File: config.mk
export PLATFORM = sky130hd
export DESIGN_NAME = serial_subtractor_flat
export DESIGN_NICKNAME = d
export VERILOG_FILES = /design/src/rtl/serial_subtractor_if.sv /design/src/rtl/serial_subtractor.sv /design/src/flat_wrapper.sv
export SDC_FILE = /design/constraint.sdc
export NUM_CORES = 1
export LEC_CHECK = 0
export ABC_CLOCK_PERIOD_IN_PS = 3600
export CORE_ASPECT_RATIO = 0.75
export CORE_MARGIN = 4
export CORE_UTILIZATION = 45
export DETAILED_ROUTE_END_ITERATION = 8
export MAX_ROUTING_LAYER = met4
export PLACE_DENSITY_LB_ADDON = 0.1
export SLEW_MARGIN = 10
export SYNTH_ARGS = -nofsm -noshare
export SYNTH_HDL_FRONTEND = slang
export SYNTH_SLANG_ARGS = --single-unit
File: constraint.sdc
create_clock -name clk -period 3.6 [get_ports clk]
set_clock_uncertainty 0.15 [all_clocks]
set_input_delay 0.9 -clock clk [delete_from_list [all_inputs] [get_ports clk]]
set_output_delay 0.9 -clock clk [all_outputs]
set_load 0.02 [all_outputs]
File: src/rtl/serial_subtractor_if.sv
// Handshake and operand/result bundle for the bit-serial subtractor.
// The master issues requests; the slave (the subtractor) returns results.
interface serial_subtractor_if #(
  parameter int WIDTH = 8
);
  logic             start;
  logic [WIDTH-1:0] a;
  logic [WIDTH-1:0] b;
  logic             bin;
  logic             busy;
  logic             done;
  logic [WIDTH-1:0] d;
  logic             bout;

  modport master (output start, a, b, bin, input busy, done, d, bout);
  modport slave  (input start, a, b, bin, output busy, done, d, bout);
endinterface

File: src/rtl/serial_subtractor.sv
// Bit-serial subtractor: d = a - b - bin, LSB first, one bit per clock.
// An operation takes WIDTH cycles in RUN, one cycle in DONE and one in IDLE.
// d/bout are only updated on the final RUN edge, so they hold the last result.
module serial_subtractor #(
  parameter int WIDTH = 8
) (
  input  logic                clk,
  input  logic                rst_n,
  serial_subtractor_if.slave  bus
);
  localparam int CW = (WIDTH > 1) ? $clog2(WIDTH) : 1;

  typedef enum logic [1:0] {IDLE, RUN, DONE} state_t;

  state_t           state;
  logic [WIDTH-1:0] ra, rb, rs;
  logic             brw;
  logic [CW-1:0]    cnt;
  logic [WIDTH-1:0] d_q;
  logic             bout_q;

  // One full-subtractor cell working on the current LSBs.
  logic x, y, diff_bit, brw_nxt;
  assign x        = ra[0];
  assign y        = rb[0];
  assign diff_bit = x ^ y ^ brw;
  assign brw_nxt  = (~x & y) | (~(x ^ y) & brw);

  // Handshake flags decode straight from the state register.
  assign bus.busy = (state == RUN);
  assign bus.done = (state == DONE);
  assign bus.d    = d_q;
  assign bus.bout = bout_q;

  // Control FSM plus the operand, result and borrow datapath.
  always_ff @(posedge clk or negedge rst_n) begin
    if (!rst_n) begin
      state  <= IDLE;
      ra     <= '0;
      rb     <= '0;
      rs     <= '0;
      brw    <= 1'b0;
      cnt    <= '0;
      d_q    <= '0;
      bout_q <= 1'b0;
    end else begin
      case (state)
        IDLE: begin
          if (bus.start) begin
            ra    <= bus.a;
            rb    <= bus.b;
            brw   <= bus.bin;
            cnt   <= '0;
            state <= RUN;
          end
        end
        RUN: begin
          ra  <= {1'b0, ra[WIDTH-1:1]};
          rb  <= {1'b0, rb[WIDTH-1:1]};
          rs  <= {diff_bit, rs[WIDTH-1:1]};
          brw <= brw_nxt;
          if (cnt == CW'(WIDTH-1)) begin
            // Last bit: publish the completed result including this bit.
            d_q    <= {diff_bit, rs[WIDTH-1:1]};
            bout_q <= brw_nxt;
            state  <= DONE;
          end else begin
            cnt <= cnt + CW'(1);
          end
        end
        DONE:    state <= IDLE;
        default: state <= IDLE;
      endcase
    end
  end
endmodule

File: src/flat_wrapper.sv
// flat-port wrapper written by rule: the top's interface ports become plain ports
module serial_subtractor_flat 
#(
  parameter int WIDTH = 8
)
  (clk, rst_n, bus_start, bus_a, bus_b, bus_bin, bus_busy, bus_done, bus_d, bus_bout);
  serial_subtractor_if #(.WIDTH(WIDTH)) bus_i ();
  input  logic clk;
  input  logic rst_n;
  input wire logic [$bits(bus_i.start)-1:0] bus_start;
  input wire logic [$bits(bus_i.a)-1:0] bus_a;
  input wire logic [$bits(bus_i.b)-1:0] bus_b;
  input wire logic [$bits(bus_i.bin)-1:0] bus_bin;
  output wire logic [$bits(bus_i.busy)-1:0] bus_busy;
  output wire logic [$bits(bus_i.done)-1:0] bus_done;
  output wire logic [$bits(bus_i.d)-1:0] bus_d;
  output wire logic [$bits(bus_i.bout)-1:0] bus_bout;
  assign bus_i.start = bus_start;
  assign bus_i.a = bus_a;
  assign bus_i.b = bus_b;
  assign bus_i.bin = bus_bin;
  assign bus_busy = bus_i.busy;
  assign bus_done = bus_i.done;
  assign bus_d = bus_i.d;
  assign bus_bout = bus_i.bout;
  serial_subtractor #(.WIDTH(WIDTH)) u_core (.clk(clk), .rst_n(rst_n), .bus(bus_i));
endmodule
==> results_dict.tcl <==
# yosys + openroad results
set metrics [dict create \
    route.met3.wl_um 163 \
    p_seq_share_pct 41.8 \
    synth.top_cells.by_count "38 x dfrtp_1, 19 x inv_1, 16 x nor4b_1" \
    grt_overflow_total 0 \
    ctsHoldBuffers 0 \
    numClockSinks 38 \
    slew_headroom_pct 45.9 \
    grt_max_degree 39 \
    met1_usage_pct 21.5 \
    worstHoldEndpoint "u_core.ra[7]$_DFFE_PN0P_" \
    crit_start "u_core.state[0]$_DFFE_PN0P_" \
    ys_seq_share_pct 51.5 \
    slew_viol_final 0 \
    p_seq_mw 0.776 \
    fp_nets 174 \
    path_max_fanout 20 \
    timing.setup.tns_ns 0 \
    drv_cap 0 \
    clk_pin_slew_ns 0.07 \
    p_total_mw 1.86 \
    io_pins 31 \
    ys_ff 38 \
    cts_setup_buffers 0 \
    cp.arrival_ns 2.18 \
    drive_gt1_share_pct 15.7 \
    nets 200 \
    n_antenna_cell 0 \
    reg2reg_to "u_core.bus.d[5]$_DFFE_PN0P_" \
    floorplanUtilization_pct 48.6 \
    fmax_mhz 309 \
    status "finished clean" \
    antenna_left 0 \
    wl_met2_um 1470 \
    synth_area_leader_cell "dfrtp_1" \
    ctsResizeCount 0 \
]
-- area by class of cell --
class	instances	area [um^2]
fill	327	1570
sequential	38	951
multi-input combinational	80	741
timing repair buffer	32	310
clock buffer	7	86.3
inverter	20	75.1
tap	52	65.1
clock inverter	1	5.00
-- logic make-up (layout without fill, tap and decap cells) --
group / Yosys count / count (layout) / share of synthesized area [%]
flops: 38 / 38 / 51.5
compound gates: 23 / 23 / 10.6
fa+ha+maj: 3 / 3 / 2.44
mux: 16 / 16 / 11.3
buf+inv: 33 / 60 / 8.40
simple gates: 38 / 38 / 15.8
-- flip-flops by register name (all words and copies together) (netlist names) --
register	flops
u_core.rs	7
u_core.cnt	3
u_core.brw	1
u_core.bus.bout	1
u_core.rb	8
u_core.state	2
u_core.bus.d	8
u_core.ra	8
-- cells in the final DEF, fill, tap and decap left out, drive strengths merged, types with 2 or more instances in the layout --
cell / synthesis / layout
ha: 2 / 2
nand3: 2 / 2
inv: 20 / 20
nor4b: 16 / 16
a221oi: 4 / 4
a211oi: 11 / 11
buf: 9 / 3
mux2: 15 / 15
o221ai: 2 / 2
clkbuf: 4 / 7
clkdlybuf4s50: 0 / 29
nor3b: 12 / 12
nand2b: 5 / 5
a22o: 2 / 2
dfrtp: 38 / 38
-- per-stage QoR --
stage | worst slack (ns) | cells | utilization (%)
after floorplan | 1.48 | 151 | -
after global placement | 0.775 | 222 | 56.3
after detailed placement | 0.694 | 222 | 56.3
after CTS | 0.366 | 230 | 58.7
after global routing | 0.223 | 230 | 58.7
final | 0.366 | 230 | 58.7
-- critical path: stages (launching register included) --
cell and delay (ns):
dfrtp_1 0.72, nand2b_1 0.35, inv_2 0.20, clkdlybuf4s50_1 0.63
==> images/wires.png <==
Drawn at 3 px/um. Only two layers are drawn.
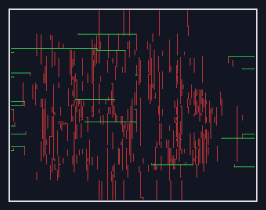
legend:
  red:
    layer: metal 2
    wire_length: 1470 um
  green:
    layer: metal 3
    wire_length: 164 um

==> images/placement.png <==
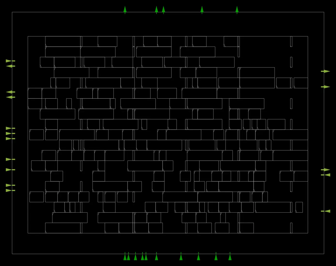
sequential share of cell area: 42.6%
flop count: 38
# Taps: 52

==> images/io_placement.png <==
Drawn at 6 px/um. Pins as bars across the die edge, other pins in gray.
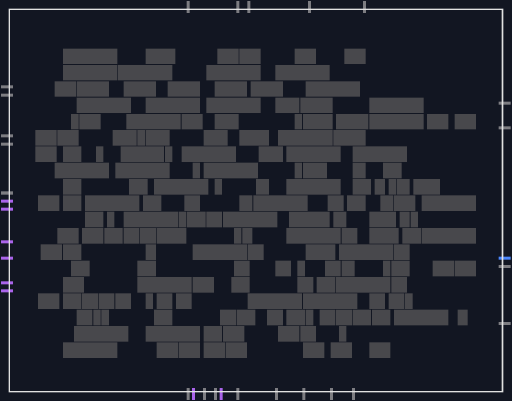
legend:
  purple:
    port: bus_a
    pins: 8
    direction: input
    edge: 6 left, 2 bottom
  blue:
    port: bus_done
    pins: 1
    direction: output
    edge: right
all pins by edge: 11 left, 10 bottom, 5 right, 5 top
vertical die dimension: 63.5 um
DIE WIDTH: 82.0 um
port bufs: 30

==> images/layer_met2.png <==
Drawn at 6 px/um.
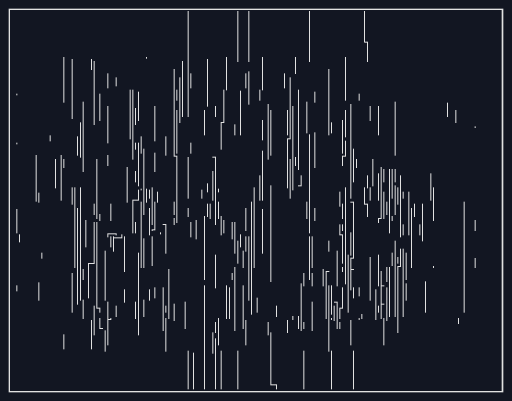
main direction: vertical
wire length on this layer: 1470 um
longest straight run: 18.7 um
final WL: 3390 um
GR Layer Usage met2: 21.1%
Vias: 1240

==> images/io_fan.png <==
Drawn at 3 px/um.
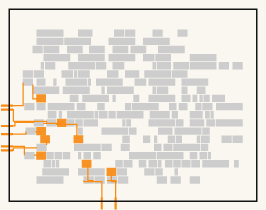
legend:
  orange:
    port: bus_a
    direction: input
    end_cells: 8
    wire: 124 um

